Figure 1. Sequential cells grouped by signal name (run 1).
(1 px per um) Other sequential cells in the stronger gray, the rest of the logic in the fainter gray.
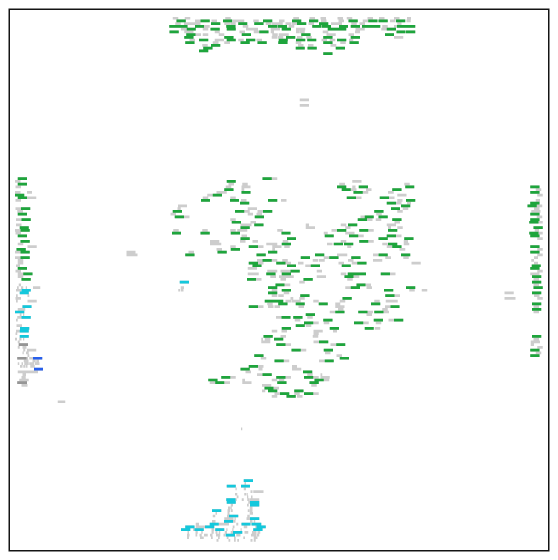
Figure 2. Placed standard cells (run 1).
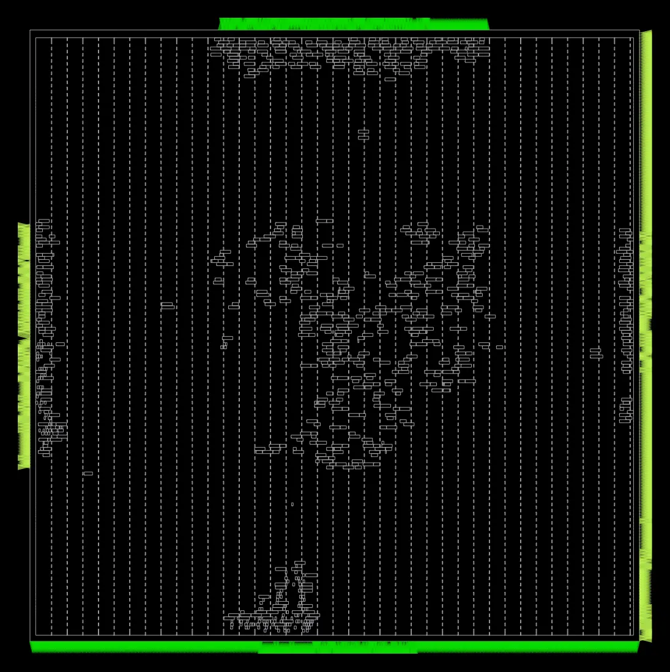
Figure 3. Routed clock nets over the placement (run 1).
(1 px per um)
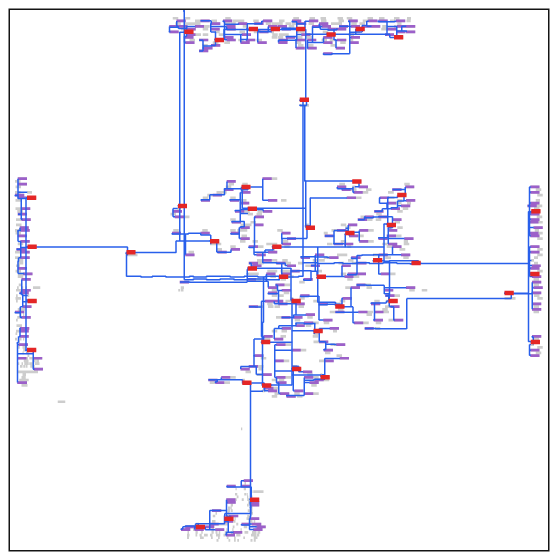
===== config.mk =====
export PLATFORM = sky130hd
export DESIGN_NAME = pmem_arbiter
export DESIGN_NICKNAME = d
export VERILOG_FILES = /design/src/rtl/pmem_arbiter.sv
export SDC_FILE = /design/constraint.sdc
export NUM_CORES = 1
export LEC_CHECK = 0
export ABC_CLOCK_PERIOD_IN_PS = 31000
export CAP_MARGIN = 20
export CORE_AREA = 5 5 533 535
export CTS_BUF_LIST = sky130_fd_sc_hd__clkbuf_4 sky130_fd_sc_hd__clkbuf_8 sky130_fd_sc_hd__clkbuf_16
export DETAILED_ROUTE_END_ITERATION = 10
export DIE_AREA = 0 0 538 540
export DONT_BUFFER_PORTS = 1
export GPL_TIMING_DRIVEN = 0
export PLACE_DENSITY_LB_ADDON = 0.3
export REMOVE_ABC_BUFFERS = 1
export SLEW_MARGIN = 40
export SYNTH_ARGS = -nofsm -noshare
export SYNTH_HDL_FRONTEND = slang
export SYNTH_SLANG_ARGS = --single-unit

===== constraint.sdc =====
create_clock -name clk -period 31 [get_ports clk]
set_clock_uncertainty 0.05 [all_clocks]
set_input_delay 6.2 -clock clk [delete_from_list [all_inputs] [get_ports clk]]
set_output_delay 6.2 -clock clk [all_outputs]
set_load 0.01 [all_outputs]

===== src/rtl/pmem_arbiter.sv =====
// pmem_arbiter
// Shares the single physical-memory port between the instruction cache and
// the data cache. One requester is granted at a time; its address (and, for
// the data cache, its write line) is captured into registered pmem_* outputs
// and held until memory answers. The answer is steered back to the granted
// cache only. Simultaneous requests are granted round-robin.
//
// Ports:
//   clk, rst                  clock, asynchronous active-high reset
//   i_read, i_address         I-cache line read request / address
//   i_rdata, i_resp           line and one-cycle completion to the I-cache
//   d_read, d_write           D-cache line read / writeback request
//   d_address, d_wdata        D-cache line address / writeback line
//   d_rdata, d_resp           line and one-cycle completion to the D-cache
//   pmem_read, pmem_write     registered downstream request
//   pmem_address, pmem_wdata  registered downstream address / write line
//   pmem_rdata, pmem_resp     downstream read line / completion
module pmem_arbiter #(
    parameter int ADDR_WIDTH = 32,
    parameter int LINE_WIDTH = 256
) (
    input  logic                  clk,
    input  logic                  rst,
    input  logic                  i_read,
    input  logic [ADDR_WIDTH-1:0] i_address,
    output logic [LINE_WIDTH-1:0] i_rdata,
    output logic                  i_resp,
    input  logic                  d_read,
    input  logic                  d_write,
    input  logic [ADDR_WIDTH-1:0] d_address,
    input  logic [LINE_WIDTH-1:0] d_wdata,
    output logic [LINE_WIDTH-1:0] d_rdata,
    output logic                  d_resp,
    output logic                  pmem_read,
    output logic                  pmem_write,
    output logic [ADDR_WIDTH-1:0] pmem_address,
    output logic [LINE_WIDTH-1:0] pmem_wdata,
    input  logic [LINE_WIDTH-1:0] pmem_rdata,
    input  logic                  pmem_resp
);

    typedef enum logic [1:0] {
        IDLE    = 2'd0,
        SERVE_I = 2'd1,
        SERVE_D = 2'd2
    } state_t;

    state_t                  state_q, state_d;
    logic                    lastD_q, lastD_d;
    logic                    pmemRead_q, pmemRead_d;
    logic                    pmemWrite_q, pmemWrite_d;
    logic [ADDR_WIDTH-1:0]   pmemAddress_q, pmemAddress_d;
    logic [LINE_WIDTH-1:0]   pmemWdata_q, pmemWdata_d;

    logic iReq;
    logic dReq;

    assign iReq = i_read;
    assign dReq = d_read | d_write;

    // State and captured downstream request. Reset abandons any transaction
    // in flight, so the downstream request drops without waiting for an edge.
    always_ff @(posedge clk or posedge rst) begin
        if (rst) begin
            state_q       <= IDLE;
            lastD_q       <= 1'b1;
            pmemRead_q    <= 1'b0;
            pmemWrite_q   <= 1'b0;
            pmemAddress_q <= '0;
            pmemWdata_q   <= '0;
        end else begin
            state_q       <= state_d;
            lastD_q       <= lastD_d;
            pmemRead_q    <= pmemRead_d;
            pmemWrite_q   <= pmemWrite_d;
            pmemAddress_q <= pmemAddress_d;
            pmemWdata_q   <= pmemWdata_d;
        end
    end

    // Grant and completion logic. Requests are only looked at in IDLE; while
    // serving, everything holds until pmem_resp, so requester changes
    // mid-transaction have no effect. lastD_q breaks ties: after the D-cache
    // was served the I-cache wins, and vice versa.
    always_comb begin
        state_d       = state_q;
        lastD_d       = lastD_q;
        pmemRead_d    = pmemRead_q;
        pmemWrite_d   = pmemWrite_q;
        pmemAddress_d = pmemAddress_q;
        pmemWdata_d   = pmemWdata_q;

        case (state_q)
            IDLE: begin
                if (iReq && (!dReq || lastD_q)) begin
                    state_d       = SERVE_I;
                    pmemAddress_d = i_address;
                    pmemRead_d    = 1'b1;
                    pmemWrite_d   = 1'b0;
                end else if (dReq) begin
                    // A writeback takes priority if the D-cache raises both.
                    state_d       = SERVE_D;
                    pmemAddress_d = d_address;
                    pmemWdata_d   = d_wdata;
                    pmemWrite_d   = d_write;
                    pmemRead_d    = ~d_write;
                end
            end
            SERVE_I: begin
                if (pmem_resp) begin
                    state_d     = IDLE;
                    lastD_d     = 1'b0;
                    pmemRead_d  = 1'b0;
                    pmemWrite_d = 1'b0;
                end
            end
            SERVE_D: begin
                if (pmem_resp) begin
                    state_d     = IDLE;
                    lastD_d     = 1'b1;
                    pmemRead_d  = 1'b0;
                    pmemWrite_d = 1'b0;
                end
            end
            default: begin
                state_d     = IDLE;
                pmemRead_d  = 1'b0;
                pmemWrite_d = 1'b0;
            end
        endcase
    end

    // Completion is forwarded combinationally, and only to the cache that
    // owns the current transaction; a stray pmem_resp in IDLE goes nowhere.
    assign i_resp = (state_q == SERVE_I) && pmem_resp;
    assign d_resp = (state_q == SERVE_D) && pmem_resp;

    assign i_rdata = pmem_rdata;
    assign d_rdata = pmem_rdata;

    assign pmem_read    = pmemRead_q;
    assign pmem_write   = pmemWrite_q;
    assign pmem_address = pmemAddress_q;
    assign pmem_wdata   = pmemWdata_q;

endmodule


==> datasheet_impl.txt, run 1 <==
Physical design parameters

Parameter                              Value

Place
  Number of instances in the placed design    4,466
  Final estimated routing congestion in global placement    approximately 0.86

Synthesis
  Cell area after technology mapping    16,500 sq um
  Post-synth cell types    31
  Sequential-to-total area share from yosys stat    around 45%

Floorplan
  Floorplan utilization    around 6%
  Area inside the core boundary    278,000 sq um
  Chip footprint    291,000 sq um
  Die Wd    538 um
  Number of top-level pins    1,386

Detailed routing
  Vias per cell    2.29
  DR vias    10,500
  Final routed wirelength across all metal layers    313,000 um
  Remaining antenna violation count after routing    0

Worst setup path
  Buffering stage count on the worst path with inverters included    0
  Cell at the slowest stage of the critical path    sky130_fd_sc_hd__and2_1
  Data required time at the worst endpoint    24,750 ps
  Setup CP Type    in2out
  Launching element type of the critical path    primary input
  Endpoint type of the worst setup path    primary output
  CP arrival    6400 ps

Outcome
  Run status    completed

CTS
  Cts bufs inserted    45
  Root buf cell    sky130_fd_sc_hd__clkbuf_16
  Clock Tree Buf Depth    3
  Clock-pin slew of the registers on the worst-case setup and hold paths    50 ps
  CTS tree    yes
  Post-CTS Repair Setup Buffers    0
  Clk Latency, worst-skew pair    650 ps

Global routing
  GRT Resource Usage Total    20.6%
  Via count of the first global-routing pass    8,752
  Global-route wire length before repair    about 330,000 um

Layout
  Most frequent logic cell in the layout    sky130_fd_sc_hd__dfrtp_1
  Share of post-route cells with drive strength above 1    46.4%
  Area grow syn2layout    14.9%

Pwr
  Total power    around 2.3 mW
  Maximum ir drop on the vdd rail    between 50 and 60 uV
  Power density relative to cell area    between 100 and 150 nW/um^2

Worst hold path
  Type of the most critical hold path    reg2reg

Timing
  Setup ws final    18,350 ps
  RSZ-0062 raised after global routing    no
  Final TNS setup    0 ps
Notes on Figure 1 above:
color	signal	flops
blue	`state_q`	2
cyan	`pmem_address`	32
green	`pmem_wdata`	256
fraction of area in registers: 38.8%
post-route core utilization: 6.80%

Notes on Figure 2 above:
Post-Layout Cell Count: 4,565
FFs & Latches: 293
total number of tap cells: 3,724

Notes on Figure 3 above:
[purple] flip-flops | count: 293
[blue] clock wires | length: 7,150 um
[red] clock drivers | count: 45
flops lie	widely spread
routed clock nets	46

-- run 1: cell type report --
class	instances	area (sq um)
Antenna cell	16	40.0
Clock buffer	65	1360
Clock inverter	18	224
Fill cell	32400	259000
Inverter	6	30.0
Multi-Input combinational cell	408	4640
Sequential cell	293	7330
Tap cell	3724	4660
Timing Repair Buffer	35	633
-- run 1: cell families (layout without fill, tap and decap cells) --
group	Yosys count	count (layout)	share of synthesized area (%)
adders and majority gates	3	3	0.228
and+or+nand+nor	73	73	2.02
buffers and inverters	567	124	27.4
DFF	293	293	44.5
other	0	16	0
AOI/OAI and AO/OA	74	74	2.74
muxes	258	258	23.1
-- run 1: synth_stat cells (all sizes together) --
cell    instances
nor3            1
a31oi          32
nor2b           1
clkbuf         10
mux2i           1
o31a            1
a21o            1
dfstp           1
o21ba           1
o211ai          1
and2            2
ha              3
a21oi           2
nand2           3
buf           551
o21ai          33
dfrtp         292
nand2b          1
nor2           33
inv             6
o32ai           2
o21bai          1
mux2          257
nand3          32
-- run 1: per-stage QoR --
stage	hold slack, ps	instance area [sq um]
5_1_grt	504	18900
2_1_floorplan	471	12000
3_3_place_gp	478	16600
3_5_place_dp	485	17300
4_1_cts	493	18900
6_report	492	18900
-- run 1: final timing paths --
path	startpoint	to	slack [ps]	depth (start not counted)
min in group asynchronous	rst	pmem_wdata[160]	5380	1
min reg2reg	lastD_q	lastD_q	490	1
max reg2reg	state_q[0]	pmem_wdata[99]	27720	13
min	lastD_q	lastD_q	490	1
max	pmem_resp	d_resp	18350	1
max in group asynchronous	rst	pmem_address[25]	24310	3
-- run 1: registers in the layout (all words and copies together) (netlist names) --
| name | count |
|---|---|
| pmem_address | 32 |
| pmem_write | 1 |
| pmem_wdata | 256 |
| lastD_q | 1 |
| pmem_read | 1 |
| state_q | 2 |
-- run 1: where the power goes --
part / internal (mW) / switching [mW]
combinational: 0.397 / 0.227
sequential: 0.576 / 0.591
clock: 0.333 / 0.225
-- run 1: layer usage --
layer | track usage [%] | vias to the layer above | wire (um)
li1 | - | 2782 | -
met1 | 10.5 | 4720 | 55800
met2 | 32.9 | 2494 | 140000
met3 | 29.3 | 406 | 93700
met4 | 7.79 | 57 | 15500
met5 | 19.3 | - | 7730
==> run 1 -> run 2 <==
ABC_CLOCK_PERIOD_IN_PS = 13150   (was 31000)
clock period = 13.15 ns   (was 31 ns; I/O delays follow)
Figure 4. Placed standard cells (run 2).
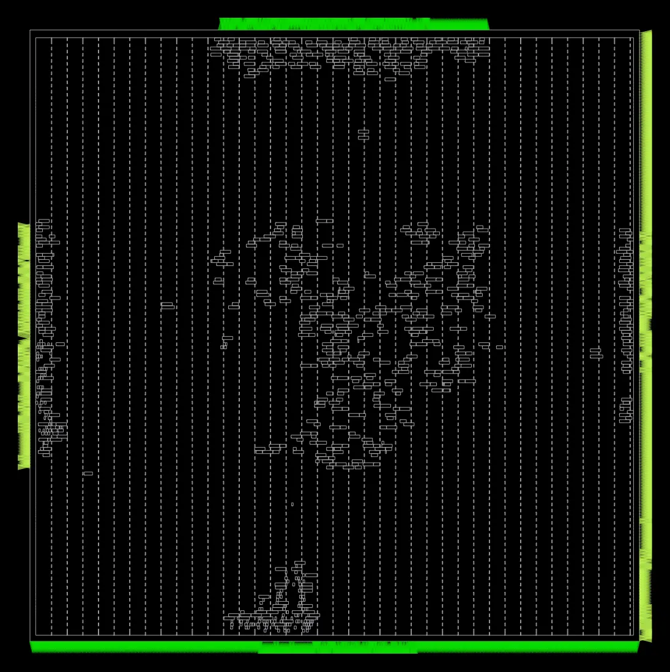
area inside the core boundary: 278,000 sq um
Std-Cell Rows: 194
number of filler instances in the final layout: 32,400

Figure 5. Sequential cells grouped by signal name (run 2).
(1 px per um) Other sequential cells in the stronger gray, the rest of the logic in the fainter gray.
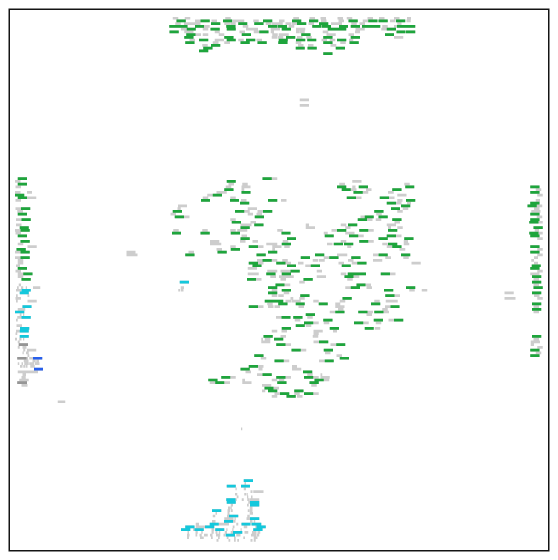
color	signal	flops
green	`pmem_wdata`	256
cyan	`pmem_address`	32
blue	`state_q`	2
power in sequential cells: 2.75 mW
total area of sequential cells: 7330 sq um

==> datasheet_impl.txt, run 2 <==
Physical design parameters

Parameter                              Value

Pwr
  Internal cell power    3.08 mW (+140%)
  Power density relative to cell area    293 nW/um^2 (+140%)

CTS
  Cts bufs inserted    45 (unchanged)
  Root buf cell    sky130_fd_sc_hd__clkbuf_16

Outcome
  Run status    completed

Layout
  Most frequent logic cell in the layout    sky130_fd_sc_hd__dfrtp_1
  Share of post-route cells with drive strength above 1    46.4% (unchanged)
  Largest register FFs    256 (unchanged)

Worst setup path
  RR Startpoint    state_q[0]
  Capturing point of the worst reg2reg path    pmem_wdata[99]
  R2R cell count    13 (unchanged)

Worst hold path
  WHS Endpoint    lastD_q
  Depth of the worst hold-timing path    1 (unchanged)

Global routing
  GRT Resource Usage Total    20.6% (unchanged)

Synthesis
  Commonest register cell after synthesis    sky130_fd_sc_hd__dfrtp_1
  Count of library flops with an enable pin    0 (unchanged)
  Post-synth cell types    31 (unchanged)
  Most numerous cell in the Yosys netlist    sky130_fd_sc_hd__buf_4

Place
  Final estimated routing congestion in global placement    0.859 (unchanged)

Floorplan
  Die Wd    538 um (unchanged)
## run 2: cell counts after synthesis
Identical to the previous run, type by type.
## run 2: cells by family (layout without fill, tap and decap cells)
| family | count (synthesis) | in the layout | synth area share [%] |
|---|---|---|---|
| other cells | 0 | 16 | 0 |
| compound gates | 74 | 74 | 2.74 |
| buf+inv | 567 | 124 | 27.4 |
| simple gates | 73 | 73 | 2.02 |
| mux | 258 | 258 | 23.1 |
| flops | 293 | 293 | 44.5 |
| fa+ha+maj | 3 | 3 | 0.228 |
## run 2: how the worst max path moves through the flow
| stage | end | startpoint | depth (start not counted) | slack (ps) |
|---|---|---|---|---|
| global placement | pmem_wdata[140] | rst | 1 | -2920 |
| floorplan | pmem_address[0] | rst | 1 | 2380 |
| global route | d_resp | pmem_resp | 1 | 7640 |
| CTS | d_resp | pmem_resp | 1 | 7640 |
| finish | d_resp | pmem_resp | 1 | 7640 |
| detailed placement | d_resp | pmem_resp | 1 | 7650 |
## run 2: through the flow
| stage | area (sq um) | cells | setup slack, ps | util [%] | setup TNS, ps |
|---|---|---|---|---|---|
| 2_1_floorplan | 12000 | 707 | 2380 | - | 0 |
| 3_3_place_gp | 16600 | 4431 | -2920 | 5.98 | -828380 |
| 3_5_place_dp | 17300 | 4466 | 7650 | 6.21 | 0 |
| 4_1_cts | 18900 | 4549 | 7640 | 6.78 | 0 |
| 5_1_grt | 18900 | 4552 | 7640 | 6.79 | 0 |
| 6_report | 18900 | 4565 | 7640 | 6.80 | 0 |
## run 2: layout make-up
class                           instances  area (sq um)  area share [%]
Clock inverter                         18           224            1.18
Timing Repair Buffer                   35           633            3.35
Tap cell                             3724          4660            24.6
Sequential cell                       293          7330            38.8
Antenna cell                           16          40.0           0.212
Multi-Input combinational cell        408          4640            24.5
Clock buffer                           65          1360            7.20
Inverter                                6          30.0           0.159
## run 2: layer usage
| layer | up-vias | part of all wire (%) |
|---|---|---|
| met2 | 2494 | 45 |
| met1 | 4720 | 18 |
| li1 | 2782 | - |
| met5 | - | 2.5 |
| met3 | 406 | 30 |
| met4 | 57 | 5.0 |
## run 2: power by group through the flow
stage / combinational (mW) / sequential, mW / clock, mW
5_1_grt: 1.57 / 2.95 / 1.40
4_1_cts: 1.49 / 2.92 / 1.38
3_5_place_dp: 1.48 / 2.93 / 0
2_1_floorplan: 1.44 / 1.84 / 0
6_report: 1.47 / 2.75 / 1.31
3_3_place_gp: 1.79 / 2.96 / 0
Power figures rest on the tool's default switching activity, not on a simulated workload.
